## config.mk

```make
export PLATFORM = sky130hd
export DESIGN_NAME = alu_issue_ctrl_flat
export DESIGN_NICKNAME = d
export VERILOG_FILES = /design/src/rtl/alu_pkg.sv /design/src/rtl/alu_issue_ctrl_if.sv /design/src/rtl/alu_op_decoder.sv /design/src/rtl/alu_issue_ctrl.sv /design/src/flat_wrapper.sv
export SDC_FILE = /design/constraint.sdc
export NUM_CORES = 1
export LEC_CHECK = 0
export ABC_AREA = 1
export CORE_MARGIN = 1
export CORE_UTILIZATION = 44
export CTS_CLUSTER_DIAMETER = 60
export DETAILED_ROUTE_END_ITERATION = 12
export PLACE_DENSITY = 0.84
export SLEW_MARGIN = 20
export SYNTH_ARGS = -nofsm -noshare
export SYNTH_HDL_FRONTEND = slang
export SYNTH_SLANG_ARGS = --single-unit
```

## constraint.sdc

```tcl
create_clock -name clk -period 3.5 [get_ports clk]
set_input_delay 0.7 -clock clk [delete_from_list [all_inputs] [get_ports clk]]
set_output_delay 0.7 -clock clk [all_outputs]
set_load 0.05 [all_outputs]
```

## src/rtl/alu_pkg.sv

```systemverilog
// Shared definitions for the ALU command issue path: select codes, MIPS opcode/funct
// encodings and the issue-controller state type.
package alu_pkg;

  localparam logic [2:0] ALU_ADD = 3'b000;
  localparam logic [2:0] ALU_SUB = 3'b001;
  localparam logic [2:0] ALU_AND = 3'b010;
  localparam logic [2:0] ALU_OR  = 3'b011;
  localparam logic [2:0] ALU_SLT = 3'b100;

  localparam logic [5:0] OP_RTYPE = 6'b000000;
  localparam logic [5:0] OP_ADDI  = 6'b001000;
  localparam logic [5:0] OP_ANDI  = 6'b001100;
  localparam logic [5:0] OP_ORI   = 6'b001101;
  localparam logic [5:0] OP_SLTI  = 6'b001010;
  localparam logic [5:0] OP_BEQ   = 6'b000100;
  localparam logic [5:0] OP_LW    = 6'b100011;
  localparam logic [5:0] OP_SW    = 6'b101011;

  localparam logic [5:0] FN_ADD = 6'b100000;
  localparam logic [5:0] FN_SUB = 6'b100010;
  localparam logic [5:0] FN_AND = 6'b100100;
  localparam logic [5:0] FN_OR  = 6'b100101;
  localparam logic [5:0] FN_SLT = 6'b101010;

  typedef enum logic [1:0] {
    IDLE = 2'd0,
    EXEC = 2'd1,
    HOLD = 2'd2
  } state_t;

endpackage

```

## src/rtl/alu_issue_ctrl_if.sv

```systemverilog
// Command and result channels between the issue stage and the ALU issue controller.
interface alu_issue_ctrl_if #(
  parameter int WIDTH = 32
);

  logic             cmd_valid;
  logic             cmd_ready;
  logic [5:0]       cmd_opcode;
  logic [5:0]       cmd_funct;
  logic [WIDTH-1:0] cmd_a;
  logic [WIDTH-1:0] cmd_b;

  logic             res_valid;
  logic             res_ready;
  logic [WIDTH-1:0] res_data;
  logic             res_zero;
  logic             res_illegal;

  modport master (
    output cmd_valid, cmd_opcode, cmd_funct, cmd_a, cmd_b, res_ready,
    input  cmd_ready, res_valid, res_data, res_zero, res_illegal
  );

  modport slave (
    input  cmd_valid, cmd_opcode, cmd_funct, cmd_a, cmd_b, res_ready,
    output cmd_ready, res_valid, res_data, res_zero, res_illegal
  );

endinterface

```

## src/rtl/alu_op_decoder.sv

```systemverilog
// Maps a MIPS opcode/funct pair onto the ALU select code; flags anything unsupported.
module alu_op_decoder
  import alu_pkg::*;
(
  input  logic [5:0] opcode,
  input  logic [5:0] funct,
  output logic [2:0] alu_sel,
  output logic       illegal
);

  always_comb begin
    alu_sel = ALU_ADD;
    illegal = 1'b0;
    case (opcode)
      OP_RTYPE: begin
        case (funct)
          FN_ADD:  alu_sel = ALU_ADD;
          FN_SUB:  alu_sel = ALU_SUB;
          FN_AND:  alu_sel = ALU_AND;
          FN_OR:   alu_sel = ALU_OR;
          FN_SLT:  alu_sel = ALU_SLT;
          default: illegal = 1'b1;
        endcase
      end
      OP_ADDI: alu_sel = ALU_ADD;
      OP_ANDI: alu_sel = ALU_AND;
      OP_ORI:  alu_sel = ALU_OR;
      OP_SLTI: alu_sel = ALU_SLT;
      // beq compares by subtraction, so the ALU zero flag is the taken indication
      OP_BEQ:  alu_sel = ALU_SUB;
      OP_LW:   alu_sel = ALU_ADD;
      OP_SW:   alu_sel = ALU_ADD;
      default: illegal = 1'b1;
    endcase
  end

endmodule

```

## src/rtl/alu_issue_ctrl.sv

```systemverilog
// Issues one decoded command at a time to an external combinational ALU and holds
// the captured result until the consumer takes it.
module alu_issue_ctrl
  import alu_pkg::*;
#(
  parameter int WIDTH     = 32,
  parameter int ERR_CNT_W = 8
) (
  input  logic                 clk,
  input  logic                 rst_n,
  alu_issue_ctrl_if.slave      bus,
  output logic [WIDTH-1:0]     alu_a,
  output logic [WIDTH-1:0]     alu_b,
  output logic [2:0]           alu_sel,
  input  logic [WIDTH-1:0]     alu_result,
  input  logic                 alu_zero,
  output logic [ERR_CNT_W-1:0] err_count
);

  state_t     state_q;
  state_t     state_d;
  logic [2:0] dec_sel;
  logic       dec_illegal;

  alu_op_decoder u_dec (
    .opcode  (bus.cmd_opcode),
    .funct   (bus.cmd_funct),
    .alu_sel (dec_sel),
    .illegal (dec_illegal)
  );

  always_ff @(posedge clk or negedge rst_n) begin
    if (!rst_n) state_q <= IDLE;
    else        state_q <= state_d;
  end

  always_comb begin
    state_d       = state_q;
    bus.cmd_ready = 1'b0;
    bus.res_valid = 1'b0;
    case (state_q)
      IDLE: begin
        bus.cmd_ready = 1'b1;
        if (bus.cmd_valid) state_d = dec_illegal ? HOLD : EXEC;
      end
      EXEC: state_d = HOLD;
      HOLD: begin
        bus.res_valid = 1'b1;
        if (bus.res_ready) state_d = IDLE;
      end
      default: state_d = IDLE;
    endcase
  end

  // Illegal commands skip the ALU entirely and leave its operands untouched
  always_ff @(posedge clk or negedge rst_n) begin
    if (!rst_n) begin
      alu_a           <= '0;
      alu_b           <= '0;
      alu_sel         <= ALU_ADD;
      bus.res_data    <= '0;
      bus.res_zero    <= 1'b0;
      bus.res_illegal <= 1'b0;
      err_count       <= '0;
    end else begin
      case (state_q)
        IDLE: begin
          if (bus.cmd_valid) begin
            if (dec_illegal) begin
              bus.res_data    <= '0;
              bus.res_zero    <= 1'b0;
              bus.res_illegal <= 1'b1;
              if (err_count != '1) err_count <= err_count + ERR_CNT_W'(1);
            end else begin
              alu_a   <= bus.cmd_a;
              alu_b   <= bus.cmd_b;
              alu_sel <= dec_sel;
            end
          end
        end
        EXEC: begin
          bus.res_data    <= alu_result;
          bus.res_zero    <= alu_zero;
          bus.res_illegal <= 1'b0;
        end
        default: ;
      endcase
    end
  end

endmodule
```

## src/flat_wrapper.sv

```systemverilog
// flat-port wrapper written by rule: the top's interface ports become plain ports
module alu_issue_ctrl_flat import alu_pkg::*;
#(
  parameter int WIDTH     = 32,
  parameter int ERR_CNT_W = 8
)
  (clk, rst_n, alu_a, alu_b, alu_sel, alu_result, alu_zero, err_count, bus_cmd_valid, bus_cmd_opcode, bus_cmd_funct, bus_cmd_a, bus_cmd_b, bus_res_ready, bus_cmd_ready, bus_res_valid, bus_res_data, bus_res_zero, bus_res_illegal);
  alu_issue_ctrl_if #(.WIDTH(WIDTH)) bus_i ();
  input  logic clk;
  input  logic rst_n;
  output logic [WIDTH-1:0] alu_a;
  output logic [WIDTH-1:0] alu_b;
  output logic [2:0] alu_sel;
  input  logic [WIDTH-1:0] alu_result;
  input  logic alu_zero;
  output logic [ERR_CNT_W-1:0] err_count;
  input wire logic [$bits(bus_i.cmd_valid)-1:0] bus_cmd_valid;
  input wire logic [$bits(bus_i.cmd_opcode)-1:0] bus_cmd_opcode;
  input wire logic [$bits(bus_i.cmd_funct)-1:0] bus_cmd_funct;
  input wire logic [$bits(bus_i.cmd_a)-1:0] bus_cmd_a;
  input wire logic [$bits(bus_i.cmd_b)-1:0] bus_cmd_b;
  input wire logic [$bits(bus_i.res_ready)-1:0] bus_res_ready;
  output wire logic [$bits(bus_i.cmd_ready)-1:0] bus_cmd_ready;
  output wire logic [$bits(bus_i.res_valid)-1:0] bus_res_valid;
  output wire logic [$bits(bus_i.res_data)-1:0] bus_res_data;
  output wire logic [$bits(bus_i.res_zero)-1:0] bus_res_zero;
  output wire logic [$bits(bus_i.res_illegal)-1:0] bus_res_illegal;
  assign bus_i.cmd_valid = bus_cmd_valid;
  assign bus_i.cmd_opcode = bus_cmd_opcode;
  assign bus_i.cmd_funct = bus_cmd_funct;
  assign bus_i.cmd_a = bus_cmd_a;
  assign bus_i.cmd_b = bus_cmd_b;
  assign bus_i.res_ready = bus_res_ready;
  assign bus_cmd_ready = bus_i.cmd_ready;
  assign bus_res_valid = bus_i.res_valid;
  assign bus_res_data = bus_i.res_data;
  assign bus_res_zero = bus_i.res_zero;
  assign bus_res_illegal = bus_i.res_illegal;
  alu_issue_ctrl #(.WIDTH(WIDTH), .ERR_CNT_W(ERR_CNT_W)) u_core (.clk(clk), .rst_n(rst_n), .bus(bus_i), .alu_a(alu_a), .alu_b(alu_b), .alu_sel(alu_sel), .alu_result(alu_result), .alu_zero(alu_zero), .err_count(err_count));
endmodule
```

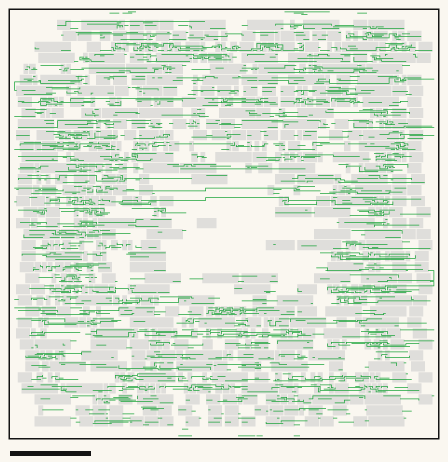
**Above:** run 1 (M1 wires).
Bar = 20 um. Cells faint in the background.
743 nets have wire on it. The wires run mostly horizontal. The layer carries 5,040 um of wire. The longest straight run is 34.3 um. The layer holds 37% of the routed length.
WL final: 13.53 mm
grt met1 use: 28.60%

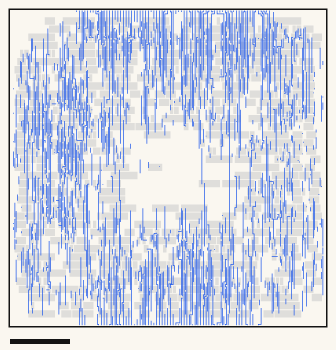
**Above:** run 1 (metal 2).
Bar = 20 um. Cells faint in the background.
The layer carries 7,100 um of wire. The layer holds 52% of the routed length. 740 nets have wire on it. The wires run mostly vertical. The longest straight run is 49.5 um.

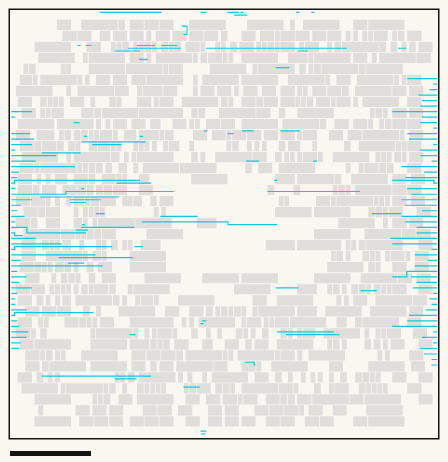
**Above:** run 1 (M3 wires).
Bar = 20 um. Cells faint in the background.
The longest straight run is 34.5 um. The wires run mostly horizontal. 131 nets have wire on it. The layer carries 939 um of wire. The layer holds 6.9% of the routed length.

-- run 1: worst max-delay path, delay by kind of cell (launching register included) --
kind / cells / cell delay, ps
buffers and inverters: 1 / 840
flip-flops: 1 / 430
AND/OR/NAND/NOR: 1 / 170
-- run 1: power groups by stage --
| stage | combinational (uW) | clock [uW] | sequential (uW) |
|---|---|---|---|
| 4_1_cts | 2610 | 952 | 1840 |
| 5_1_grt | 2720 | 995 | 1880 |
| 3_3_place_gp | 2560 | 0 | 1850 |
| 6_report | 2590 | 927 | 1840 |
| 2_1_floorplan | 411 | 0 | 3040 |
| 3_5_place_dp | 2600 | 0 | 1870 |
-- run 1: layer usage --
layer | up-vias | routed length (um)
li1 | 2167 | -
met1 | 2193 | 5041
met5 | - | 0
met2 | 197 | 7098
met4 | 0 | 448
met3 | 33 | 938
==> results.toml, run 1 <==
# yosys + openroad results
[logic_synthesis]
fp_nets = 663
synthTopLogicFamily = "simple AND/OR/NAND/NOR gates"
ys_ff = 111
synth.yosys.seq_area_share_pct = 58.75
ys_sh_aoi_pct = 1.350
yosys_warnings = 0
async_reset_ff_share_pct = 100.0
synthesis.instances = 549
synth_top_cell_by_count = "nand2_1"
netlist-cell-type-count = 25
largest_area_cell = "dfrtp_1"
synthXorXnorAreaFrac_pct = 1.111
synthSimpleGateAreaFrac_pct = 32.89
ys_top_cells_by_area = "dfrtp_1 (59%), nand2_1 (18%), nand3_1 (12%), inv_1 (1.7%), buf_2 (1.6%)"

[die]
die_h_um = 105.7
dieArea_um2 = 11170
nWellTaps = 136
die_x_um = 105.7
ios = 224

[pwr]
vdd.ir_drop.worst_mv = 0.4803
power_uw = 5359
power_frac_comb_pct = 48.3
p_seq_share_pct = 34.4
clock_power_share_pct = 17.3
switching_share_pct = 44.97

[placement]
routabilityCongestion = 0.8959
io_buffers = 223
place_ws_ps = 691.8
place_inst = 883

[run_status]
status = "finished clean"

[cells_and_area]
mi_logic_area_um2 = 1684
fillers = 828
synthToLayoutAreaGrowth_pct = 53.51
top_regs = "u_core.alu_a: 32 flops, u_core.alu_b: 32 flops, u_core.bus.res_data: 32 flops"
mostFrequentLayoutCells = "nand2_1 (222), clkdlybuf4s50_1 (222), dfrtp_1 (111), nand3_1 (110), inv_1 (21)"
flop_area_um2 = 2778
clock_area_share_pct = 3.430
comb_cells = 383
bufAreaShareNonClock_pct = 31.51
final_layout_size_suffix_gt1_share_pct = 4.325
finalNonFillerCells = 899
clkbuf_count = 9
ff_count = 111
signal_buffers = 229

[critical_path]
reg2reg_to = "u_core.bus.res_data[11]"
slowest_delay_ps = 840
cp-end-kind = "output pin"
setup.worst_path.start = "u_core.state_q[1]"
r2r_slack_ps = 1220
critical_path_arrival_ps = 1800
cp.required_ps = 2800
cp_max_fo = 4
crit_slowest_cell = "clkdlybuf4s50_1"
crit_type = "reg2out"

[clock_network]
cts_tree = "built"
cts_made_buffers = 9
clk_pin_slew_ps = 110
clk_latency_ps = 370

[global_route]
grt_max_degree = 68
track_usage_pct = 24.27
antenna_found_initial = 0
grt_pass1_wl_mm = 21.29
grt_remaining_overflow = 0

[timing]
hold_slack_ps = 414.7
rsz0062_at_grt = "no"
drv_slew = 0
fmax_ghz = 0.3999
skew_ps = 9.677
fin_crit_sh_pct = 71.45

[run]
drv_cap = 0
tool_warnings = 26

[drt]
wire_per_inst_um = 15.05
drc = 0
drt_iter0_markers = 232
dr_total_vias = 4590
==> run 1 -> run 2 <==
--- a/config.mk
+++ b/config.mk
@@ -7,10 +7,10 @@
 export LEC_CHECK = 0
 export ABC_AREA = 1
 export CORE_MARGIN = 1
-export CORE_UTILIZATION = 44
+export CORE_UTILIZATION = 41
 export CTS_CLUSTER_DIAMETER = 60
 export DETAILED_ROUTE_END_ITERATION = 12
-export PLACE_DENSITY = 0.84
+export PLACE_DENSITY = 0.79
 export SLEW_MARGIN = 20
 export SYNTH_ARGS = -nofsm -noshare
 export SYNTH_HDL_FRONTEND = slang
==> constraint.sdc (replaced) <==
create_clock -name clk -period 2.4 [get_ports clk]
set_input_delay 0.48 -clock clk [delete_from_list [all_inputs] [get_ports clk]]
set_output_delay 0.48 -clock clk [all_outputs]
set_load 0.05 [all_outputs]
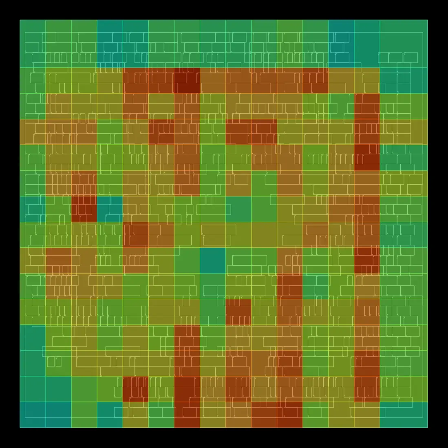
**Above:** run 2 (congestion heat map).
grt peak-use layer: met2
GRT Util Overall: 22.67%
GR Util met2: 39.58%
fin util: 67.03%

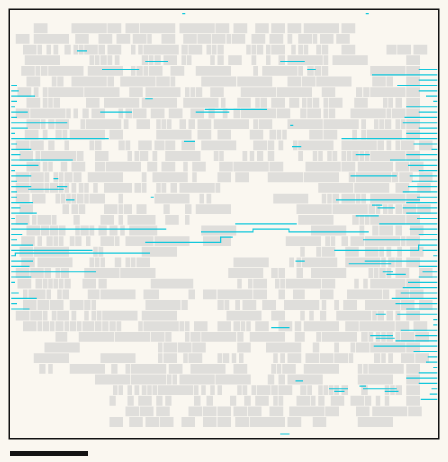
**Above:** run 2 (M3 wires).
Bar = 20 um. Cells faint in the background.
133 nets have wire on it. The wires run mostly horizontal.
WL final: 13.55 mm
Via Count: 4,493
met3 Use GR: 4.149%

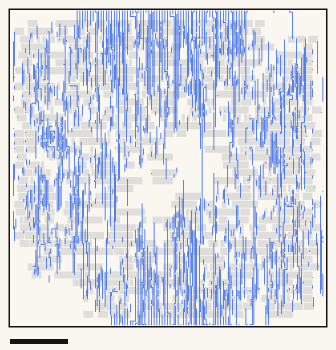
**Above:** run 2 (metal 2).
Bar = 20 um. Cells faint in the background.
722 nets have wire on it. The layer holds 51% of the routed length.

==> run 2 against run 1 <==
Net effect: final area is 1.9% higher; critical endpoint unchanged; setup slack worse by 900 ps; die size is 7.2% higher; worst hold slack worse by 270 ps; largest power group unchanged; core utilization is 3.0 points lower.
==> results.toml, run 2 <==
# yosys + openroad results
[run_status]
status = "finished clean"

[timing]
fmax_ghz = 0.4356
drv_slew = 0
rsz0062_at_grt = "no"
hold_slack_ps = 144.7
skew_ps = 7.255
slew-limit-headroom_pct = 59.72
worstMarginPinSlew_ps = 604.2
fin_crit_sh_pct = 95.66
fin_setup_tns_ps = 0
setup_ws_ps = 104.1

[critical_path]
path_depth = 2
reg2reg_to = "u_core.err_count[7]"
cp_max_fo = 4
cp.required_ps = 1920
critPathBufInv = 1
crit_family = "buffers and inverters"
r2r_slack_ps = 670
crit_type = "reg2out"
crit_slowest_cell = "clkdlybuf4s50_1"
critical_path_arrival_ps = 1820
cp-start-kind = "flip-flop"
slowest_delay_ps = 840
cp-end-kind = "output pin"
setup.worst_path.start = "u_core.state_q[1]"

[cells_and_area]
mi_logic_area_um2 = 1684
final_layout_size_suffix_gt1_share_pct = 4.694
top_regs = "u_core.alu_a: 32 flops, u_core.alu_b: 32 flops, u_core.bus.res_data: 32 flops"
finalNonFillerCells = 907
synthToLayoutAreaGrowth_pct = 56.36
mostFrequentLayoutCells = "nand2_1 (222), clkdlybuf4s50_1 (222), dfrtp_1 (111), nand3_1 (110), inv_1 (21)"
fillers = 901
flop_area_um2 = 2778

[placement]
place_ws_ps = 191.2
routabilityCongestion = 0.8106
place_inst = 891
io_buffers = 223

[die]
core-area_um2 = 11030
die_x_um = 109.4
dieArea_um2 = 11970
ios = 224
die_h_um = 109.4

[logic_synthesis]
ys_ff = 111
synthXorXnorAreaFrac_pct = 1.111
synthSimpleGateAreaFrac_pct = 32.89
synth_top_cell_by_count = "nand2_1"
largest_area_cell = "dfrtp_1"
async_reset_ff_share_pct = 100.0
netlist-cell-type-count = 25
yosys_warnings = 0
ys_top_cells_by_area = "dfrtp_1 (59%), nand2_1 (18%), nand3_1 (12%), inv_1 (1.7%), buf_2 (1.6%)"
fp_nets = 663
ys_area_um2 = 4728
synth.yosys.seq_area_share_pct = 58.75
synthTopLogicFamily = "simple AND/OR/NAND/NOR gates"
synthesis.instances = 549
ys_sh_aoi_pct = 1.350

[drt]
drt_iter0_markers = 303
wire_per_inst_um = 14.94
drc = 0

[global_route]
grt_remaining_overflow = 0
grt_pass1_wl_mm = 20.94
grt_max_degree = 68
antenna_found_initial = 0
grt_pass1_vias = 4263

[pwr]
power_frac_comb_pct = 47.6
switching_share_pct = 44.50
clock_power_share_pct = 18.8
power_leader = "combinational cells"
p_comb_uw = 3810
vdd.ir_drop.worst_mv = 0.6592
p_switching_uw = 3558
p_seq_share_pct = 33.6
powerClk_uw = 1510
powerSeq_uw = 2680

[clock_network]
clk_pin_slew_ps = 70
cts_tree = "built"
cts_made_buffers = 9
clk_latency_ps = 340

[run]
tool_warnings = 26
drv_cap = 0
-- run 2: cell count changes in the layout (fill, tap and decap cells not counted), sizes merged --
cell	delta
bufinv	-2
inv	-2
clkinv	+1
clkbuf	+1
clkinvlp	+2
buf	+4
-- run 2: cell type report --
type                       count  share of cell area [%]
timing repair buffer         233                   32.02
clock inverter                 6                  0.9477
clock buffer                  10                   3.097
sequential                   111                   37.57
tap                          140                   2.369
inverter                      24                   1.218
multi-input combinational    383                   22.78
-- run 2: layer usage --
layer | GRT usage (%) | vias up | routed length [um]
li1 | - | 2196 | -
met1 | 28.26 | 2100 | 5444
met2 | 39.58 | 184 | 6905
met3 | 4.149 | 13 | 995
met4 | 7.619 | 0 | 206
met5 | 0 | - | 0
No activity file was given, so power comes from the tool's default toggle rates.
